==> config.mk <==
export PLATFORM = sky130hd
export DESIGN_NAME = serdes_rx_deframer_flat
export DESIGN_NICKNAME = d
export VERILOG_FILES = /design/src/rtl/serdes_rx_deframer_pkg.sv /design/src/rtl/serdes_rx_deframer_if.sv /design/src/rtl/serdes_sync_fifo.sv /design/src/rtl/serdes_rx_deframer.sv /design/src/flat_wrapper.sv
export SDC_FILE = /design/constraint.sdc
export NUM_CORES = 1
export LEC_CHECK = 0
export CAP_MARGIN = 20
export CORE_MARGIN = 8
export CORE_UTILIZATION = 60
export CTS_CLUSTER_DIAMETER = 40
export CTS_CLUSTER_SIZE = 12
export DETAILED_ROUTE_END_ITERATION = 12
export PLACE_DENSITY = 0.83
export SKIP_LAST_GASP = 1
export SLEW_MARGIN = 25
export SYNTH_ARGS = -nofsm -noshare
export SYNTH_HDL_FRONTEND = slang
export SYNTH_SLANG_ARGS = --single-unit
==> constraint.sdc <==
create_clock -name clk -period 5.05 [get_ports clk]
set_input_delay 1.01 -clock clk [delete_from_list [all_inputs] [get_ports clk]]
set_output_delay 1.01 -clock clk [all_outputs]
set_load 0.03 [all_outputs]
==> src/rtl/serdes_rx_deframer_pkg.sv <==
// Shared constants and FSM state type for the serial receive deframer.
package serdes_rx_deframer_pkg;

  localparam int DEFAULT_WIDTH = 8;
  localparam int DEFAULT_DEPTH = 4;

  typedef enum logic [0:0] {
    ST_IDLE  = 1'b0,
    ST_SHIFT = 1'b1
  } state_e;

endpackage

==> src/rtl/serdes_rx_deframer_if.sv <==
// Serial input, byte output and status bundle of the receive deframer.
interface serdes_rx_deframer_if
  import serdes_rx_deframer_pkg::*;
#(
  parameter int WIDTH = DEFAULT_WIDTH,
  parameter int DEPTH = DEFAULT_DEPTH
);

  localparam int CW = $clog2(DEPTH) + 1;

  logic             i_start;
  logic             i_bit_valid;
  logic             i_bit_in;
  logic             i_out_ready;
  logic [WIDTH-1:0] o_out_data;
  logic             o_out_valid;
  logic [CW-1:0]    o_fifo_count;
  logic             o_frame_err;
  logic             o_overflow;
  logic             o_busy;

  modport master (
    output i_start, i_bit_valid, i_bit_in, i_out_ready,
    input  o_out_data, o_out_valid, o_fifo_count, o_frame_err, o_overflow, o_busy
  );

  modport slave (
    input  i_start, i_bit_valid, i_bit_in, i_out_ready,
    output o_out_data, o_out_valid, o_fifo_count, o_frame_err, o_overflow, o_busy
  );

endinterface

==> src/rtl/serdes_sync_fifo.sv <==
// Single-clock FIFO; a push while full is accepted only alongside a real pop.
module serdes_sync_fifo #(
  parameter int WIDTH = 8,
  parameter int DEPTH = 4
) (
  input  logic                     clk,
  input  logic                     rst,
  input  logic                     i_push,
  input  logic [WIDTH-1:0]         i_push_data,
  input  logic                     i_pop,
  output logic [WIDTH-1:0]         o_pop_data,
  output logic                     o_full,
  output logic                     o_empty,
  output logic [$clog2(DEPTH):0]   o_count
);

  localparam int AW = $clog2(DEPTH);
  localparam int CW = AW + 1;

  logic [WIDTH-1:0] r_mem [DEPTH];
  logic [AW-1:0]    r_wr_ptr;
  logic [AW-1:0]    r_rd_ptr;
  logic [CW-1:0]    r_count;
  logic             w_do_push;
  logic             w_do_pop;

  assign o_full     = (r_count == CW'(DEPTH));
  assign o_empty    = (r_count == {CW{1'b0}});
  assign o_count    = r_count;
  assign w_do_pop   = i_pop && !o_empty;
  assign w_do_push  = i_push && (!o_full || w_do_pop);
  // Head is forced to zero while empty so the output idles at its reset value.
  assign o_pop_data = o_empty ? {WIDTH{1'b0}} : r_mem[r_rd_ptr];

  // Storage array write port.
  always_ff @(posedge clk) begin
    if (w_do_push) begin
      r_mem[r_wr_ptr] <= i_push_data;
    end
  end

  // Pointer and occupancy bookkeeping; pointers wrap naturally at DEPTH.
  always_ff @(posedge clk or posedge rst) begin
    if (rst) begin
      r_wr_ptr <= {AW{1'b0}};
      r_rd_ptr <= {AW{1'b0}};
      r_count  <= {CW{1'b0}};
    end else begin
      if (w_do_push) begin
        r_wr_ptr <= r_wr_ptr + AW'(1);
      end
      if (w_do_pop) begin
        r_rd_ptr <= r_rd_ptr + AW'(1);
      end
      case ({w_do_push, w_do_pop})
        2'b10:   r_count <= r_count + CW'(1);
        2'b01:   r_count <= r_count - CW'(1);
        default: r_count <= r_count;
      endcase
    end
  end

endmodule

==> src/rtl/serdes_rx_deframer.sv <==
// Assembles MSB-first serial bits into WIDTH-bit bytes and queues them.
module serdes_rx_deframer
  import serdes_rx_deframer_pkg::*;
#(
  parameter int WIDTH = DEFAULT_WIDTH,
  parameter int DEPTH = DEFAULT_DEPTH
) (
  input  logic                 clk,
  input  logic                 rst,
  serdes_rx_deframer_if.slave  bus
);

  localparam int BCW = $clog2(WIDTH);
  localparam logic [BCW-1:0] LAST_BIT = BCW'(WIDTH - 1);

  state_e           r_state;
  state_e           w_state_nxt;
  logic [BCW-1:0]   r_bit_cnt;
  logic [BCW-1:0]   w_bit_cnt_nxt;
  logic [WIDTH-1:0] r_shift;
  logic [WIDTH-1:0] w_shift_nxt;
  logic [WIDTH-1:0] w_assembled;
  logic             r_frame_err;
  logic             w_frame_err_nxt;
  logic             r_overflow;
  logic             w_last;
  logic             w_push;
  logic             w_pop;
  logic             w_full;
  logic             w_empty;

  assign w_assembled = {r_shift[WIDTH-2:0], bus.i_bit_in};
  assign w_last      = bus.i_bit_valid && (r_bit_cnt == LAST_BIT);
  assign w_pop       = bus.i_out_ready && !w_empty;

  // Next-state, counter and shift-register update.
  always_comb begin
    w_state_nxt     = r_state;
    w_bit_cnt_nxt   = r_bit_cnt;
    w_shift_nxt     = r_shift;
    w_push          = 1'b0;
    w_frame_err_nxt = 1'b0;
    case (r_state)
      ST_IDLE: begin
        if (bus.i_start) begin
          w_state_nxt   = ST_SHIFT;
          w_bit_cnt_nxt = {BCW{1'b0}};
          w_shift_nxt   = {WIDTH{1'b0}};
        end else begin
          w_state_nxt   = ST_IDLE;
        end
      end
      ST_SHIFT: begin
        if (bus.i_start) begin
          // A start landing on the final bit still delivers that byte.
          w_push          = w_last;
          w_frame_err_nxt = !w_last && (r_bit_cnt != {BCW{1'b0}});
          w_state_nxt     = ST_SHIFT;
          w_bit_cnt_nxt   = {BCW{1'b0}};
          w_shift_nxt     = {WIDTH{1'b0}};
        end else if (bus.i_bit_valid) begin
          w_shift_nxt = w_assembled;
          if (w_last) begin
            w_push        = 1'b1;
            w_state_nxt   = ST_IDLE;
            w_bit_cnt_nxt = {BCW{1'b0}};
          end else begin
            w_bit_cnt_nxt = r_bit_cnt + BCW'(1);
          end
        end else begin
          w_state_nxt = ST_SHIFT;
        end
      end
      default: begin
        w_state_nxt   = ST_IDLE;
        w_bit_cnt_nxt = {BCW{1'b0}};
        w_shift_nxt   = {WIDTH{1'b0}};
      end
    endcase
  end

  // State, datapath and status registers.
  always_ff @(posedge clk or posedge rst) begin
    if (rst) begin
      r_state     <= ST_IDLE;
      r_bit_cnt   <= {BCW{1'b0}};
      r_shift     <= {WIDTH{1'b0}};
      r_frame_err <= 1'b0;
      r_overflow  <= 1'b0;
    end else begin
      r_state     <= w_state_nxt;
      r_bit_cnt   <= w_bit_cnt_nxt;
      r_shift     <= w_shift_nxt;
      r_frame_err <= w_frame_err_nxt;
      r_overflow  <= r_overflow | (w_push & w_full & !w_pop);
    end
  end

  serdes_sync_fifo #(
    .WIDTH (WIDTH),
    .DEPTH (DEPTH)
  ) u_fifo (
    .clk         (clk),
    .rst         (rst),
    .i_push      (w_push),
    .i_push_data (w_assembled),
    .i_pop       (w_pop),
    .o_pop_data  (bus.o_out_data),
    .o_full      (w_full),
    .o_empty     (w_empty),
    .o_count     (bus.o_fifo_count)
  );

  assign bus.o_out_valid = !w_empty;
  assign bus.o_frame_err = r_frame_err;
  assign bus.o_overflow  = r_overflow;
  assign bus.o_busy      = (r_state == ST_SHIFT);

endmodule
==> src/flat_wrapper.sv <==
// flat-port wrapper written by rule: the top's interface ports become plain ports
module serdes_rx_deframer_flat import serdes_rx_deframer_pkg::*;
#(
  parameter int WIDTH = DEFAULT_WIDTH,
  parameter int DEPTH = DEFAULT_DEPTH
)
  (clk, rst, bus_i_start, bus_i_bit_valid, bus_i_bit_in, bus_i_out_ready, bus_o_out_data, bus_o_out_valid, bus_o_fifo_count, bus_o_frame_err, bus_o_overflow, bus_o_busy);
  serdes_rx_deframer_if #(.WIDTH(WIDTH), .DEPTH(DEPTH)) bus_i ();
  input  logic clk;
  input  logic rst;
  input wire logic [$bits(bus_i.i_start)-1:0] bus_i_start;
  input wire logic [$bits(bus_i.i_bit_valid)-1:0] bus_i_bit_valid;
  input wire logic [$bits(bus_i.i_bit_in)-1:0] bus_i_bit_in;
  input wire logic [$bits(bus_i.i_out_ready)-1:0] bus_i_out_ready;
  output wire logic [$bits(bus_i.o_out_data)-1:0] bus_o_out_data;
  output wire logic [$bits(bus_i.o_out_valid)-1:0] bus_o_out_valid;
  output wire logic [$bits(bus_i.o_fifo_count)-1:0] bus_o_fifo_count;
  output wire logic [$bits(bus_i.o_frame_err)-1:0] bus_o_frame_err;
  output wire logic [$bits(bus_i.o_overflow)-1:0] bus_o_overflow;
  output wire logic [$bits(bus_i.o_busy)-1:0] bus_o_busy;
  assign bus_i.i_start = bus_i_start;
  assign bus_i.i_bit_valid = bus_i_bit_valid;
  assign bus_i.i_bit_in = bus_i_bit_in;
  assign bus_i.i_out_ready = bus_i_out_ready;
  assign bus_o_out_data = bus_i.o_out_data;
  assign bus_o_out_valid = bus_i.o_out_valid;
  assign bus_o_fifo_count = bus_i.o_fifo_count;
  assign bus_o_frame_err = bus_i.o_frame_err;
  assign bus_o_overflow = bus_i.o_overflow;
  assign bus_o_busy = bus_i.o_busy;
  serdes_rx_deframer #(.WIDTH(WIDTH), .DEPTH(DEPTH)) u_core (.clk(clk), .rst(rst), .bus(bus_i));
endmodule
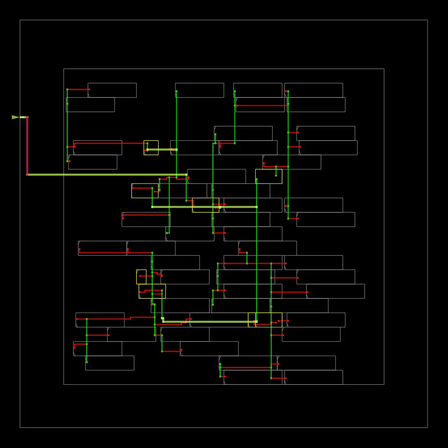
(run_1/final_clocks.png)
flop count: 52
CTS Buf Count: 5
Layout Skew: 0.00353 ns
P_clk: 0.222 mW

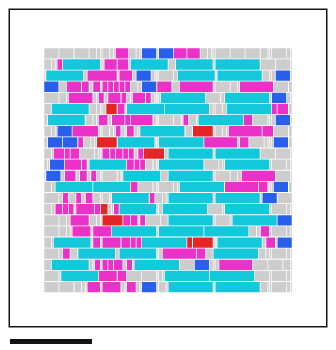
(run_1/cell_classes.png)
Bar = 20 um. Fill, decap, tap and diode cells in gray.
other buffers and delay cells -> blue  # cells 20, share of their area 7.9%
flip-flops -> cyan  # cells 52, share of their area 58%
all other logic -> magenta  # cells 100, share of their area 31%
clock drivers and dummy loads -> red  # cells 8, share of their area 3.4%

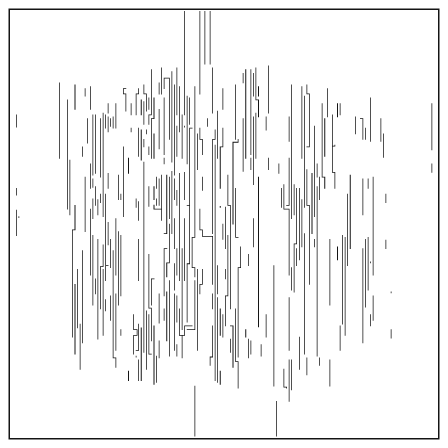
(run_1/met2.png)
nets with wire on the layer = 162
wire length on this layer = 2120 um
longest straight run = 42.5 um

==> out/qor.yml, run 1 <==
status: "complete, no violations"
critPathRequiredTime_ns: 4.04
syn-cell-area_sq_mm: 0.00225
drcViolationCount: 0
finalSetupViolCount: 0
ys_sh_aoi_pct: 6.39
synth-main-ff-cell: "edfxtp_1"
power_frac_clock_pct: 18.7
inv_count: 10
tool_warnings: 30
grt_pass1_wl_um: 6420
post-route-cell-area_sq_mm: 0.00258
fin_tns_setup_ns: 0
simple_gate_share_pct: 11.0
cts_tree: "built"
final_cell_mix: "edfxtp_1 (32), nand2_1 (25), clkdlybuf4s50_1 (20), dfrtp_1 (20), a21oi_1 (12)"
htreeDepth: 2
antennaDiodeCount: 0
seq_share_pct: 56.6
edf_count: 32
use_met2_pct: 24.8
die_x_um: 77.3
syn_inst: 157
final_max_slew_viol_count: 0
ant_nets: 0
place_area_sq_mm: 0.00249
area_leaders: "edfxtp_1 (43%), dfrtp_1 (22%), mux4_2 (8.0%)"
buffer_area_share_pct: 7.76
lay_top_count: "edfxtp_1"
yosysTopAreaCell: "edfxtp_1"
cp_num_buf_inv: 1
gr-usage-met3_pct: 4.66
portBuffers: 20
logic_area_sq_um: 736
core.rowCount: 22
dr_total_vias: 1259
ctsRootBufferMaster: "clkbuf_8"
place.gp.congestion: 0.716
hpwlAfterDp_um: 2900
cp-start-kind: "register"
dr.pass1.iters: 4
vias_per_cell: 5.52
ioPinCount: 21
netlist_top_cells_count: "edfxtp_1 (32), nand2_1 (25), dfrtp_1 (20)"
nMultiInputCombCells: 90
top_cell_area_share_pct: 42.7
ys_cells: 157
worstPathMaxFanout: 10
leakage_nw: 0.943
post-synth-top-count-cell: "edfxtp_1"
combPwrFrac_pct: 35.7
drt_iter0_drc: 91
synth.mux.area_fraction_pct: 8.00
synth-seq-cells: 52
ir_drop_v: 0.000226
drt-total-wl_um: 3910
synthAdderAreaFrac_pct: 4.78
critPathCaptureType: "output pin"
grtUsageMet1_pct: 14.6
grt-busiest-layer: "met2"
worst_slew_pin_slew_ns: 0.752
swShare_pct: 34.6
core_region_area_sq_mm: 0.00363
nNetsFinal: 193
layout-drive-gt1-share_pct: 11.1
grt_max_degree: 21
fmax_mhz: 298
synthXorXnorAreaFrac_pct: 2.33
die_y_um: 77.3
crit_type: "register to output pin"
hold_viol: 0
finalCriticalPeriod_ns: 3.35
grt_usage_pct: 13.6
fillers: 263
grt_overflow_total: 0
p_sw_mw: 0.410
-- run 1: power groups by stage --
| stage | registers [mW] | clock network, mW | logic (mW) |
|---|---|---|---|
| floorplan | 0.530 | 0 | 0.287 |
| global placement | 0.544 | 0 | 0.415 |
| detailed placement | 0.548 | 0 | 0.427 |
| CTS | 0.538 | 0.226 | 0.427 |
| global route | 0.546 | 0.239 | 0.455 |
| finish | 0.539 | 0.222 | 0.422 |
-- run 1: routing by layer --
metal / routed length (um) / part of all wire (%)
met2: 2120 / 54
met3: 207 / 5.3
met5: 0 / 0
met4: 10 / 0.26
met1: 1570 / 40
-- run 1: sequential cells by signal, summed over array words and instances, names as in the netlist --
signal and cells:
u_core.u_fifo.r_mem 32, u_core.r_shift 7, u_core.r_bit_cnt 3, u_core.u_fifo.o_count 3, u_core.u_fifo.r_rd_ptr 2, u_core.u_fifo.r_wr_ptr 2
u_core.bus.o_busy 1, u_core.bus.o_frame_err 1, u_core.bus.o_overflow 1
-- run 1: path summary, 6_finish.rpt --
kind | from | endpoint | slack [ns] | depth (start not counted)
max | u_core.u_fifo.r_rd_ptr[0] | bus_o_out_data[6] | 1.70 | 3
max reg2reg | u_core.r_bit_cnt[0] | u_core.u_fifo.o_count[2] | 2.83 | 7
min in group asynchronous | rst | u_core.bus.o_busy | 1.14 | 2
min | u_core.bus.o_overflow | u_core.bus.o_overflow | 0.49 | 1
max in group asynchronous | rst | u_core.r_shift[1] | 3.44 | 2
min reg2reg | u_core.bus.o_overflow | u_core.bus.o_overflow | 0.49 | 1
-- run 1: per-stage QoR --
stage	cells	hold WS, ns	worst slack, ns
5_1_grt	228	0.526	1.55
3_3_place_gp	220	0.456	1.95
6_report	228	0.489	1.70
3_5_place_dp	220	0.471	1.86
4_1_cts	228	0.496	1.53
2_1_floorplan	157	0.476	2.59
==> run_1/drive_strength.png <==
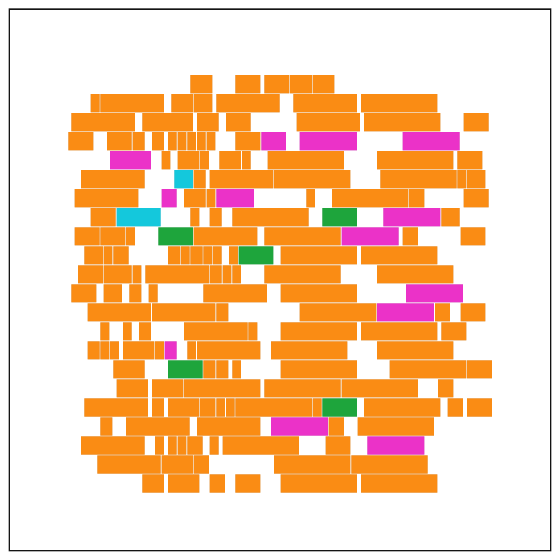

==> run 2, diff against run 1 <==
Settings changed: CORE_UTILIZATION 60 to 51, PLACE_DENSITY 0.83 to 0.75.
Clock period 5.05 ns to 2.84 ns, I/O delays scaled along.
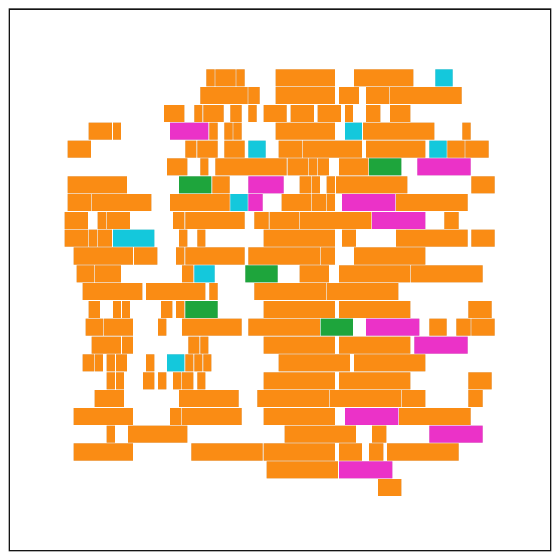
(run_2/drive_strength.png)
drive 6 and up -> green  # cells 5, share 2.7%, most used clkbuf_8
drive 1 or less -> orange  # cells 161, share 87%, most used edfxtp_1
drive 2 -> magenta  # cells 11, share 5.9%, most used mux4_2
drive 3 to 4 -> cyan  # cells 8, share 4.3%, most used buf_4

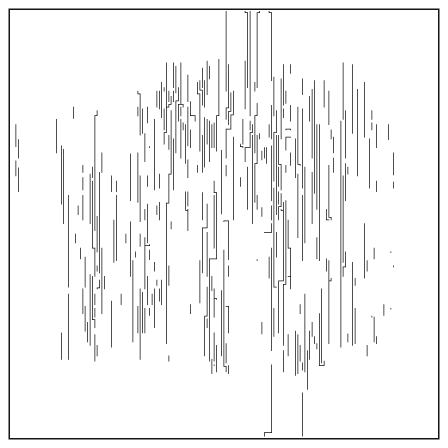
(run_2/met2.png)
wire length on this layer = 1970 um
nets with wire on the layer = 165
main direction = vertical
share of all routed wire = 50%
longest straight run = 43.5 um

==> run 2 against run 1 <==
  * Combinational power up 98%
  * Total power up 83%
  * Area after synthesis unchanged
  * Via count up 2.3%
  * Non-clock buffer count up 5
  * Sequential share of layout area down 0.89 points
  * Sequential cell count unchanged
  * Utilization down 10 points
  * Cell area up 1.6%
  * Count of clock-buffer cells in the layout unchanged
  * First-iteration DRC count down 20%
==> out/qor.yml, run 2 <==
tool_warnings: 30  # unchanged
dr.pass1.iters: 4  # unchanged
grt_max_degree: 21  # unchanged
seq-power_mw: 0.923  # +71%
swShare_pct: 34.7  # +0.056 points
synth-seq-cells: 52  # unchanged
top_regs: "u_core.u_fifo.r_mem (32), u_core.r_shift (7)"
highest-signal-layer: "met4"
worst_slew_pin_slew_ns: 0.748  # -0.00416 ns
post-synth-top-count-cell: "edfxtp_1"
route.met2.wl_um: 1970  # -7.0%
critPathRequiredTime_ns: 2.27  # -1.77 ns
power_leader: "registers"
final_cell_mix: "edfxtp_1 (32), nand2_1 (25), clkdlybuf4s50_1 (20), dfrtp_1 (20), a21oi_1 (12)"
drcViolationCount: 0  # unchanged
top_register: "u_core.u_fifo.r_mem"
largest_reg_flops: 32  # unchanged
status: "complete, no violations"
portBuffers: 20  # unchanged
reg2reg_depth: 7  # unchanged
hold-path-endpoint: "u_core.bus.o_overflow"
ir_drop_v: 0.000383  # +70%
drt-met1-wl_um: 1750  # +11%
logic_area_sq_um: 731  # -0.68%
wl_met3_um: 206  # -0.48%
final_max_slew_viol_count: 0  # unchanged
edf_count: 32  # unchanged
finalSetupViolCount: 0  # unchanged
netlist_top_cells_count: "edfxtp_1 (32), nand2_1 (25), dfrtp_1 (20)"
antennaDiodeCount: 0  # unchanged
pg_comb_mw: 0.834  # +98%
die_x_um: 82.4  # +6.7%
hold_path_depth: 1  # unchanged
cts_buffers: 5  # unchanged
cts_tree: "built"
drt_iter0_drc: 73  # -20%
core.rowCount: 24  # +9.1%
timing.rr.end: "u_core.u_fifo.o_count[2]"
layout-drive-gt1-share_pct: 13.0  # +1.9 points
worstPathMaxFanout: 5  # -5
vias_per_cell: 5.43  # -1.6%
grt_pass1_wl_um: 6830  # +6.4%
critPathCaptureType: "output pin"
synth-main-ff-cell: "edfxtp_1"
fillers: 331  # +26%
hold_viol: 0  # unchanged
p_sw_mw: 0.752  # +84%
ys_cells: 157  # unchanged
lay_top_count: "edfxtp_1"
cp_num_buf_inv: 2  # +1
finalCriticalPeriod_ns: 2.65
r2r_slack_ns: 0.67  # -2.16 ns
place.gp.congestion: 0.732  # +2.3%
crit_type: "register to output pin"
ctsRootBufferMaster: "clkbuf_8"
nNetsFinal: 198  # +2.6%
yosysTopAreaCell: "edfxtp_1"
cp-start-kind: "register"
htreeDepth: 2  # unchanged
skew_ns: 0.0102  # +0.00666 ns
leakage_nw: 0.967  # +2.6%
[run 2: cells by family after synthesis]
group / share of synthesized area, %
AND-OR/OR-AND: 6.39
XOR/XNOR: 2.33
adder cells (fa/ha/maj): 4.78
buffers and inverters: 2.61
flip-flops: 64.9
multiplexers: 8.00
AND/OR/NAND/NOR: 11.0
[run 2: worst max-delay path by stage]
stage,end,slack (ns),cells past startpoint,startpoint
2_1_floorplan,u_core.u_fifo.o_count[2],0.82,7,u_core.r_bit_cnt[0]
3_5_place_dp,u_core.u_fifo.o_count[2],0.39,6,bus_i_out_ready
6_report,bus_o_out_data[4],0.19,4,u_core.u_fifo.r_rd_ptr[0]
3_3_place_gp,u_core.u_fifo.o_count[2],0.48,6,bus_i_out_ready
4_1_cts,bus_o_out_data[4],0.16,4,u_core.u_fifo.r_rd_ptr[0]
5_1_grt,bus_o_out_data[4],0.08,4,u_core.u_fifo.r_rd_ptr[0]
[run 2: layer usage]
metal | track usage [%] | up-vias
met4 | 3.68 | 0
li1 | - | 611
met1 | 16.9 | 649
met5 | 0 | -
met2 | 21.6 | 26
met3 | 4.98 | 2
[run 2: final cells by class]
class,count,share of cell area (%)
timing repair buffer,25,9.07
inverter,10,1.43
sequential,52,55.8
clock inverter,2,0.621
clock buffer,6,2.77
multi-input combinational,90,27.9
tap,52,2.48
[run 2: through the flow]
step           cell area (sq um)  instances  setup WS [ns]  util (%)  hold WS [ns]
6_report                    2620        237          0.194      61.0         0.483
5_1_grt                     2620        237         0.0765      61.0         0.507
4_1_cts                     2620        237          0.164      61.0         0.484
3_5_place_dp                2530        229          0.388      59.0         0.458
3_3_place_gp                2530        229          0.481      59.0         0.461
2_1_floorplan               2250        157          0.816         -         0.476
Power figures rest on the tool's default switching activity, not on a simulated workload.
